### src/rtl/mak8_pkg.sv
// Shared MAK-8 writeback types: register address/data widths and the
// writeback request record carried by the load queue.
package mak8_pkg;

    localparam int REG_ADDR_W = 3;
    localparam int DATA_W     = 8;
    localparam int NUM_REGS   = 8;

    typedef logic [REG_ADDR_W-1:0] reg_addr_t;
    typedef logic [DATA_W-1:0]     data_t;

    typedef struct packed {
        reg_addr_t addr;
        data_t     data;
    } wb_req_t;

    function automatic logic [NUM_REGS-1:0] reg_onehot(input reg_addr_t addr);
        logic [NUM_REGS-1:0] oh;
        oh       = {NUM_REGS{1'b0}};
        oh[addr] = 1'b1;
        return oh;
    endfunction

endpackage

### src/rtl/wb_arbiter_if.sv
// Writeback arbiter bus: ALU/load producer handshakes, register-file write
// port, scoreboard and status. WB_BYPASS_EN adds the two forwarding ports.
interface wb_arbiter_if import mak8_pkg::*; #(
    parameter int LQ_DEPTH = 4
) ();

    logic                              alu_valid;
    logic                              alu_ready;
    reg_addr_t                         alu_addr;
    data_t                             alu_data;
    logic                              ld_valid;
    logic                              ld_ready;
    reg_addr_t                         ld_addr;
    data_t                             ld_data;
    logic                              wr_en;
    reg_addr_t                         wr_addr;
    data_t                             wr_data;
    logic [NUM_REGS-1:0]               busy;
    logic [$clog2(LQ_DEPTH+1)-1:0]     q_count;
    logic                              waw_err;

`ifdef WB_BYPASS_EN
    reg_addr_t                         byp_addr1;
    reg_addr_t                         byp_addr2;
    logic                              byp_hit1;
    logic                              byp_hit2;
    data_t                             byp_data1;
    data_t                             byp_data2;

    modport slave (
        input  alu_valid, alu_addr, alu_data, ld_valid, ld_addr, ld_data,
               byp_addr1, byp_addr2,
        output alu_ready, ld_ready, wr_en, wr_addr, wr_data, busy, q_count,
               waw_err, byp_hit1, byp_hit2, byp_data1, byp_data2
    );

    modport master (
        output alu_valid, alu_addr, alu_data, ld_valid, ld_addr, ld_data,
               byp_addr1, byp_addr2,
        input  alu_ready, ld_ready, wr_en, wr_addr, wr_data, busy, q_count,
               waw_err, byp_hit1, byp_hit2, byp_data1, byp_data2
    );
`else
    modport slave (
        input  alu_valid, alu_addr, alu_data, ld_valid, ld_addr, ld_data,
        output alu_ready, ld_ready, wr_en, wr_addr, wr_data, busy, q_count,
               waw_err
    );

    modport master (
        output alu_valid, alu_addr, alu_data, ld_valid, ld_addr, ld_data,
        input  alu_ready, ld_ready, wr_en, wr_addr, wr_data, busy, q_count,
               waw_err
    );
`endif

endinterface

### src/rtl/wb_load_fifo.sv
// Load queue for the writeback arbiter: circular buffer of wb_req_t with a
// per-slot valid/addr view used for the busy scoreboard and WAW detection.
module wb_load_fifo import mak8_pkg::*; #(
    parameter int DEPTH = 4
) (
    input  logic                          clk,
    input  logic                          rst,
    input  logic                          push,
    input  logic                          pop,
    input  wb_req_t                       push_req,
    output wb_req_t                       head_req,
    output logic [$clog2(DEPTH+1)-1:0]    count,
    output logic [DEPTH-1:0]              ent_valid,
    output reg_addr_t [DEPTH-1:0]         ent_addr
);

    localparam int PTR_W = $clog2(DEPTH);
    localparam int CNT_W = $clog2(DEPTH+1);

    wb_req_t          mem_r [DEPTH];
    logic [PTR_W-1:0] head_r;
    logic [PTR_W-1:0] tail_r;
    logic [CNT_W-1:0] count_r;
    logic [PTR_W-1:0] offs_s [DEPTH];

    // Storage, pointers and occupancy; a simultaneous push and pop keeps the count.
    always_ff @(posedge clk or posedge rst) begin
        if (rst) begin
            head_r  <= {PTR_W{1'b0}};
            tail_r  <= {PTR_W{1'b0}};
            count_r <= {CNT_W{1'b0}};
            for (int i = 0; i < DEPTH; i++) begin
                mem_r[i] <= '{addr: {REG_ADDR_W{1'b0}}, data: {DATA_W{1'b0}}};
            end
        end else begin
            if (push) begin
                mem_r[tail_r] <= push_req;
                tail_r        <= tail_r + PTR_W'(1);
            end else begin
                tail_r        <= tail_r;
            end
            if (pop) begin
                head_r <= head_r + PTR_W'(1);
            end else begin
                head_r <= head_r;
            end
            case ({push, pop})
                2'b10:   count_r <= count_r + CNT_W'(1);
                2'b01:   count_r <= count_r - CNT_W'(1);
                default: count_r <= count_r;
            endcase
        end
    end

    // A slot is live when its distance from the head is below the occupancy.
    always_comb begin
        for (int i = 0; i < DEPTH; i++) begin
            offs_s[i]    = PTR_W'(i) - head_r;
            ent_valid[i] = ({1'b0, offs_s[i]} < count_r);
            ent_addr[i]  = mem_r[i].addr;
        end
    end

    assign head_req = mem_r[head_r];
    assign count    = count_r;

endmodule

### src/rtl/wb_arbiter.sv
// MAK-8 writeback arbiter: merges ALU results and load returns onto the single
// register-file write port. Optional forwarding ports under WB_BYPASS_EN.
module wb_arbiter import mak8_pkg::*; #(
    parameter int LQ_DEPTH     = 4,
    parameter int STARVE_LIMIT = 3
) (
    input  logic       clk,
    input  logic       rst,
    wb_arbiter_if.slave bus
);

    localparam int CNT_W = $clog2(LQ_DEPTH+1);
    localparam int SC_W  = $clog2(STARVE_LIMIT+1);

    logic [CNT_W-1:0]       count_s;
    logic [LQ_DEPTH-1:0]    ent_valid_s;
    reg_addr_t [LQ_DEPTH-1:0] ent_addr_s;
    wb_req_t                head_s;
    wb_req_t                push_req_s;
    logic                   push_s;
    logic                   pop_s;
    logic                   q_nonempty_s;
    logic                   starve_hit_s;
    logic                   alu_rdy_s;
    logic                   ld_rdy_s;
    logic                   alu_fire_s;
    logic                   ld_fire_s;
    logic                   ld_keep_s;
    logic                   nxt_en_s;
    reg_addr_t              nxt_addr_s;
    data_t                  nxt_data_s;
    logic                   waw_hit_s;
    logic [NUM_REGS-1:0]    busy_s;

    logic [SC_W-1:0]        starve_cnt_r;
    logic                   wr_en_r;
    reg_addr_t              wr_addr_r;
    data_t                  wr_data_r;
    logic                   waw_err_r;

    wb_load_fifo #(.DEPTH(LQ_DEPTH)) u_lq (
        .clk       (clk),
        .rst       (rst),
        .push      (push_s),
        .pop       (pop_s),
        .push_req  (push_req_s),
        .head_req  (head_s),
        .count     (count_s),
        .ent_valid (ent_valid_s),
        .ent_addr  (ent_addr_s)
    );

    // Readiness depends only on registered state, so producers never see a loop.
    assign q_nonempty_s = (count_s != {CNT_W{1'b0}});
    assign starve_hit_s = (starve_cnt_r == SC_W'(STARVE_LIMIT)) && q_nonempty_s;
    assign alu_rdy_s    = !rst && !starve_hit_s;
    assign ld_rdy_s     = !rst && (count_s < CNT_W'(LQ_DEPTH));
    assign alu_fire_s   = bus.alu_valid && alu_rdy_s;
    assign ld_fire_s    = bus.ld_valid && ld_rdy_s;
    assign ld_keep_s    = (bus.ld_addr != 3'd0);
    assign push_req_s   = '{addr: bus.ld_addr, data: bus.ld_data};

    // Write-port grant: ALU, then queue head, then a fast-path load.
    always_comb begin
        pop_s      = 1'b0;
        push_s     = 1'b0;
        nxt_en_s   = 1'b0;
        nxt_addr_s = wr_addr_r;
        nxt_data_s = wr_data_r;
        if (alu_fire_s) begin
            nxt_en_s   = (bus.alu_addr != 3'd0);
            nxt_addr_s = bus.alu_addr;
            nxt_data_s = bus.alu_data;
            push_s     = ld_fire_s && ld_keep_s;
        end else if (q_nonempty_s) begin
            pop_s      = 1'b1;
            nxt_en_s   = 1'b1;
            nxt_addr_s = head_s.addr;
            nxt_data_s = head_s.data;
            push_s     = ld_fire_s && ld_keep_s;
        end else if (ld_fire_s) begin
            nxt_en_s   = ld_keep_s;
            nxt_addr_s = bus.ld_addr;
            nxt_data_s = bus.ld_data;
        end else begin
            nxt_en_s   = 1'b0;
        end
    end

    // Scoreboard and WAW compare against every live queue slot.
    always_comb begin
        waw_hit_s = 1'b0;
        busy_s    = {NUM_REGS{1'b0}};
        for (int i = 0; i < LQ_DEPTH; i++) begin
            waw_hit_s = waw_hit_s | (ent_valid_s[i] && (ent_addr_s[i] == bus.alu_addr));
            busy_s    = busy_s | (ent_valid_s[i] ? reg_onehot(ent_addr_s[i]) : {NUM_REGS{1'b0}});
        end
        busy_s    = busy_s | (wr_en_r ? reg_onehot(wr_addr_r) : {NUM_REGS{1'b0}});
        busy_s[0] = 1'b0;
    end

    // Consecutive cycles a non-empty queue has been denied the write port.
    always_ff @(posedge clk or posedge rst) begin
        if (rst) begin
            starve_cnt_r <= {SC_W{1'b0}};
        end else if (q_nonempty_s && !pop_s) begin
            starve_cnt_r <= (starve_cnt_r == SC_W'(STARVE_LIMIT)) ? starve_cnt_r
                                                                  : starve_cnt_r + SC_W'(1);
        end else begin
            starve_cnt_r <= {SC_W{1'b0}};
        end
    end

    // Registered write port and ordering-violation pulse.
    always_ff @(posedge clk or posedge rst) begin
        if (rst) begin
            wr_en_r   <= 1'b0;
            wr_addr_r <= 3'd0;
            wr_data_r <= 8'h00;
            waw_err_r <= 1'b0;
        end else begin
            wr_en_r   <= nxt_en_s;
            wr_addr_r <= nxt_addr_s;
            wr_data_r <= nxt_data_s;
            waw_err_r <= alu_fire_s && waw_hit_s;
        end
    end

    assign bus.alu_ready = alu_rdy_s;
    assign bus.ld_ready  = ld_rdy_s;
    assign bus.wr_en     = wr_en_r;
    assign bus.wr_addr   = wr_addr_r;
    assign bus.wr_data   = wr_data_r;
    assign bus.busy      = busy_s;
    assign bus.q_count   = count_s;
    assign bus.waw_err   = waw_err_r;

`ifdef WB_BYPASS_EN
    logic  byp_hit1_s;
    logic  byp_hit2_s;

    // Forward the write that the register file only shows next cycle.
    assign byp_hit1_s    = wr_en_r && (wr_addr_r == bus.byp_addr1) && (bus.byp_addr1 != 3'd0);
    assign byp_hit2_s    = wr_en_r && (wr_addr_r == bus.byp_addr2) && (bus.byp_addr2 != 3'd0);
    assign bus.byp_hit1  = byp_hit1_s;
    assign bus.byp_hit2  = byp_hit2_s;
    assign bus.byp_data1 = byp_hit1_s ? wr_data_r : 8'h00;
    assign bus.byp_data2 = byp_hit2_s ? wr_data_r : 8'h00;
`endif

endmodule

### src/flat_wrapper.sv
// flat-port wrapper written by rule: the top's interface ports become plain ports
module wb_arbiter_flat import mak8_pkg::*;
#(
    parameter int LQ_DEPTH     = 4,
    parameter int STARVE_LIMIT = 3
)
  (clk, rst, bus_alu_valid, bus_alu_addr, bus_alu_data, bus_ld_valid, bus_ld_addr, bus_ld_data, bus_alu_ready, bus_ld_ready, bus_wr_en, bus_wr_addr, bus_wr_data, bus_busy, bus_q_count, bus_waw_err);
  wb_arbiter_if #(.LQ_DEPTH(LQ_DEPTH)) bus_i ();
  input  logic clk;
  input  logic rst;
  input wire logic [$bits(bus_i.alu_valid)-1:0] bus_alu_valid;
  input wire logic [$bits(bus_i.alu_addr)-1:0] bus_alu_addr;
  input wire logic [$bits(bus_i.alu_data)-1:0] bus_alu_data;
  input wire logic [$bits(bus_i.ld_valid)-1:0] bus_ld_valid;
  input wire logic [$bits(bus_i.ld_addr)-1:0] bus_ld_addr;
  input wire logic [$bits(bus_i.ld_data)-1:0] bus_ld_data;
  output wire logic [$bits(bus_i.alu_ready)-1:0] bus_alu_ready;
  output wire logic [$bits(bus_i.ld_ready)-1:0] bus_ld_ready;
  output wire logic [$bits(bus_i.wr_en)-1:0] bus_wr_en;
  output wire logic [$bits(bus_i.wr_addr)-1:0] bus_wr_addr;
  output wire logic [$bits(bus_i.wr_data)-1:0] bus_wr_data;
  output wire logic [$bits(bus_i.busy)-1:0] bus_busy;
  output wire logic [$bits(bus_i.q_count)-1:0] bus_q_count;
  output wire logic [$bits(bus_i.waw_err)-1:0] bus_waw_err;
  assign bus_i.alu_valid = bus_alu_valid;
  assign bus_i.alu_addr = bus_alu_addr;
  assign bus_i.alu_data = bus_alu_data;
  assign bus_i.ld_valid = bus_ld_valid;
  assign bus_i.ld_addr = bus_ld_addr;
  assign bus_i.ld_data = bus_ld_data;
  assign bus_alu_ready = bus_i.alu_ready;
  assign bus_ld_ready = bus_i.ld_ready;
  assign bus_wr_en = bus_i.wr_en;
  assign bus_wr_addr = bus_i.wr_addr;
  assign bus_wr_data = bus_i.wr_data;
  assign bus_busy = bus_i.busy;
  assign bus_q_count = bus_i.q_count;
  assign bus_waw_err = bus_i.waw_err;
  wb_arbiter #(.LQ_DEPTH(LQ_DEPTH), .STARVE_LIMIT(STARVE_LIMIT)) u_core (.clk(clk), .rst(rst), .bus(bus_i));
endmodule
### config.mk
export PLATFORM = sky130hd
export DESIGN_NAME = wb_arbiter_flat
export DESIGN_NICKNAME = d
export VERILOG_FILES = /design/src/rtl/mak8_pkg.sv /design/src/rtl/wb_arbiter_if.sv /design/src/rtl/wb_load_fifo.sv /design/src/rtl/wb_arbiter.sv /design/src/flat_wrapper.sv
export SDC_FILE = /design/constraint.sdc
export NUM_CORES = 1
export LEC_CHECK = 0
export CAP_MARGIN = 10
export CORE_AREA = 2 2 92 94
export CTS_CLUSTER_DIAMETER = 200
export DETAILED_ROUTE_END_ITERATION = 12
export DIE_AREA = 0 0 94 96
export PLACE_DENSITY = 0.75
export SYNTH_ARGS = -nofsm -noshare
export SYNTH_HDL_FRONTEND = slang
export SYNTH_HIERARCHICAL = 1
export SYNTH_SLANG_ARGS = --single-unit
### constraint.sdc
create_clock -name clk -period 2.5 [get_ports clk]
set_input_delay 0.5 -clock clk [delete_from_list [all_inputs] [get_ports clk]]
set_output_delay 0.5 -clock clk [all_outputs]
set_load 0.005 [all_outputs]
==> run summary <==
impl run done, here's what came out: outcome complete, but fails checks, violations in the final reports setup timing, Boundary Pins 52, count of buffers not belonging to the clock network in the layout 90, clock transition at the register clock pins on the worst setup and hold paths after CTS 70 ps, CTS max path bufs 2, root buffer selected by CTS clkbuf_8, simple-gate portion of the synthesized area 12.9%, post-route setup slack -257 ps, Leak Pwr 0.00216 uW, growth of design area from synthesis to finish 27.3%, DRC Markers 0, count of synthesis-stage warnings from yosys 6, setup repair after global routing missed its margin true, multi-input gate share of the layout cell area 43.1%, Power per Cell Area 1340 mW/mm^2, Crit-path slowest cell dfrtp_1, CP Class reg2out, crit-path leading delay family flip-flops, Hold Crit Depth 1, chip area estimate from yosys synthesis 0.00392 sq mm, number of stages on the worst setup path 10, largest net degree at the start of global routing 35, Final setup violation count 7, clock tree skew after final layout 11.0 ps, kind of start point of the critical path flip-flop, cell count after placement 508, wire length of the first global-routing pass 15600 um, clock sink count 66, Seq cells post-synth 66, cell-by-cell listing of the critical path xor2_1, inv_1, ha_4, a21oi_2, or2_4, nand2_4, nor3_1, a31oi_1, o311ai_1, buf_2, Chip Footprint 0.00902 sq mm, clock tree from TritonCTS built, combinational cell power 3590 uW, vias after detailed routing 3051, HPWL after DPL 6900 um, Achievable Freq 0.363 GHz, hold_ws 458 ps, final count of pins violating max slew 0
Figure 1. Cells colored by class.
Bar = 20 um.
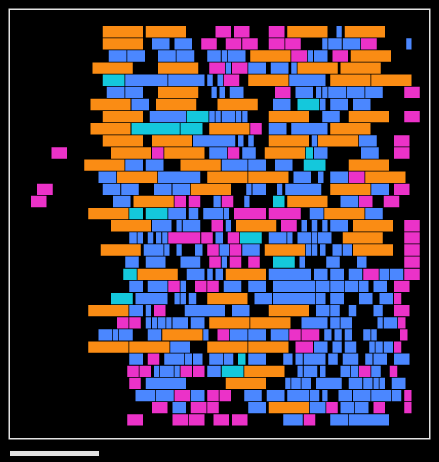
- remaining logic cells: blue (cells 249; share of their area 45%)
- remaining buffers and delay cells: magenta (cells 90; share of their area 17%)
- registers: orange (cells 66; share of their area 34%)
- clock drivers and dummy loads: cyan (cells 16; share of their area 4.2%)
Post-Route Utilization: 61.9%
core area: 0.00805 sq mm
fin area: 0.00499 sq mm
number of core rows: 33

Figure 2. PDN straps and rails.
Pins as bars on the die edge. Tap cells in gray.
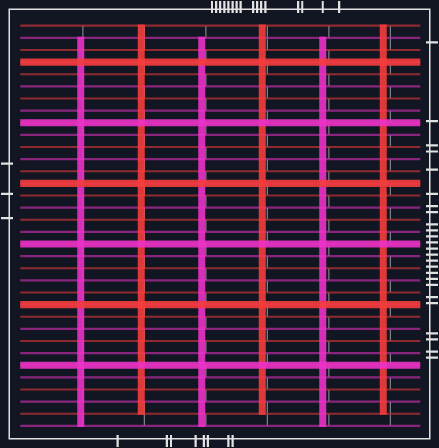
- VSS: magenta
- VDD: red
- met4 straps: 6
- signal pins: 52
- tap cells: 105
- met1 rails: 34
DIE HEIGHT: 96 um
die boundary width: 94 um
Max VDD drop: 0.000575 V

Figure 3. Where the registers sit.
Other sequential cells in the stronger gray, the rest of the logic in the fainter gray.
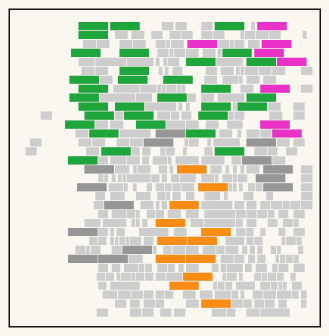
- u_core/bus.wr_data: magenta (flops 8; where upper right)
- u_core/u_lq/ent_addr: orange (flops 12)
- u_core/u_lq/mem_r: green (flops 32)
- not colored: 14
Storage cell area: 0.00165 sq mm
fraction of standard cell area that is sequential: 33.1%
power in sequential cells: 2170 uW

Figure 4. Routing congestion.
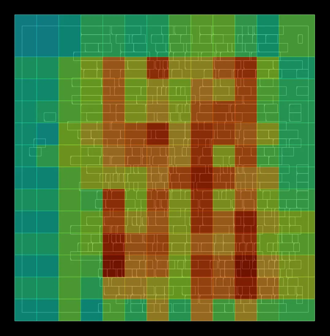
GRT met1 Usage: 28.5%
total routing resource utilization after global routing: 22.6%
per-cell routed wire length: 18.6 um
met3 global-route usage: 4.78%

Power is estimated from default activity; no workload was simulated.
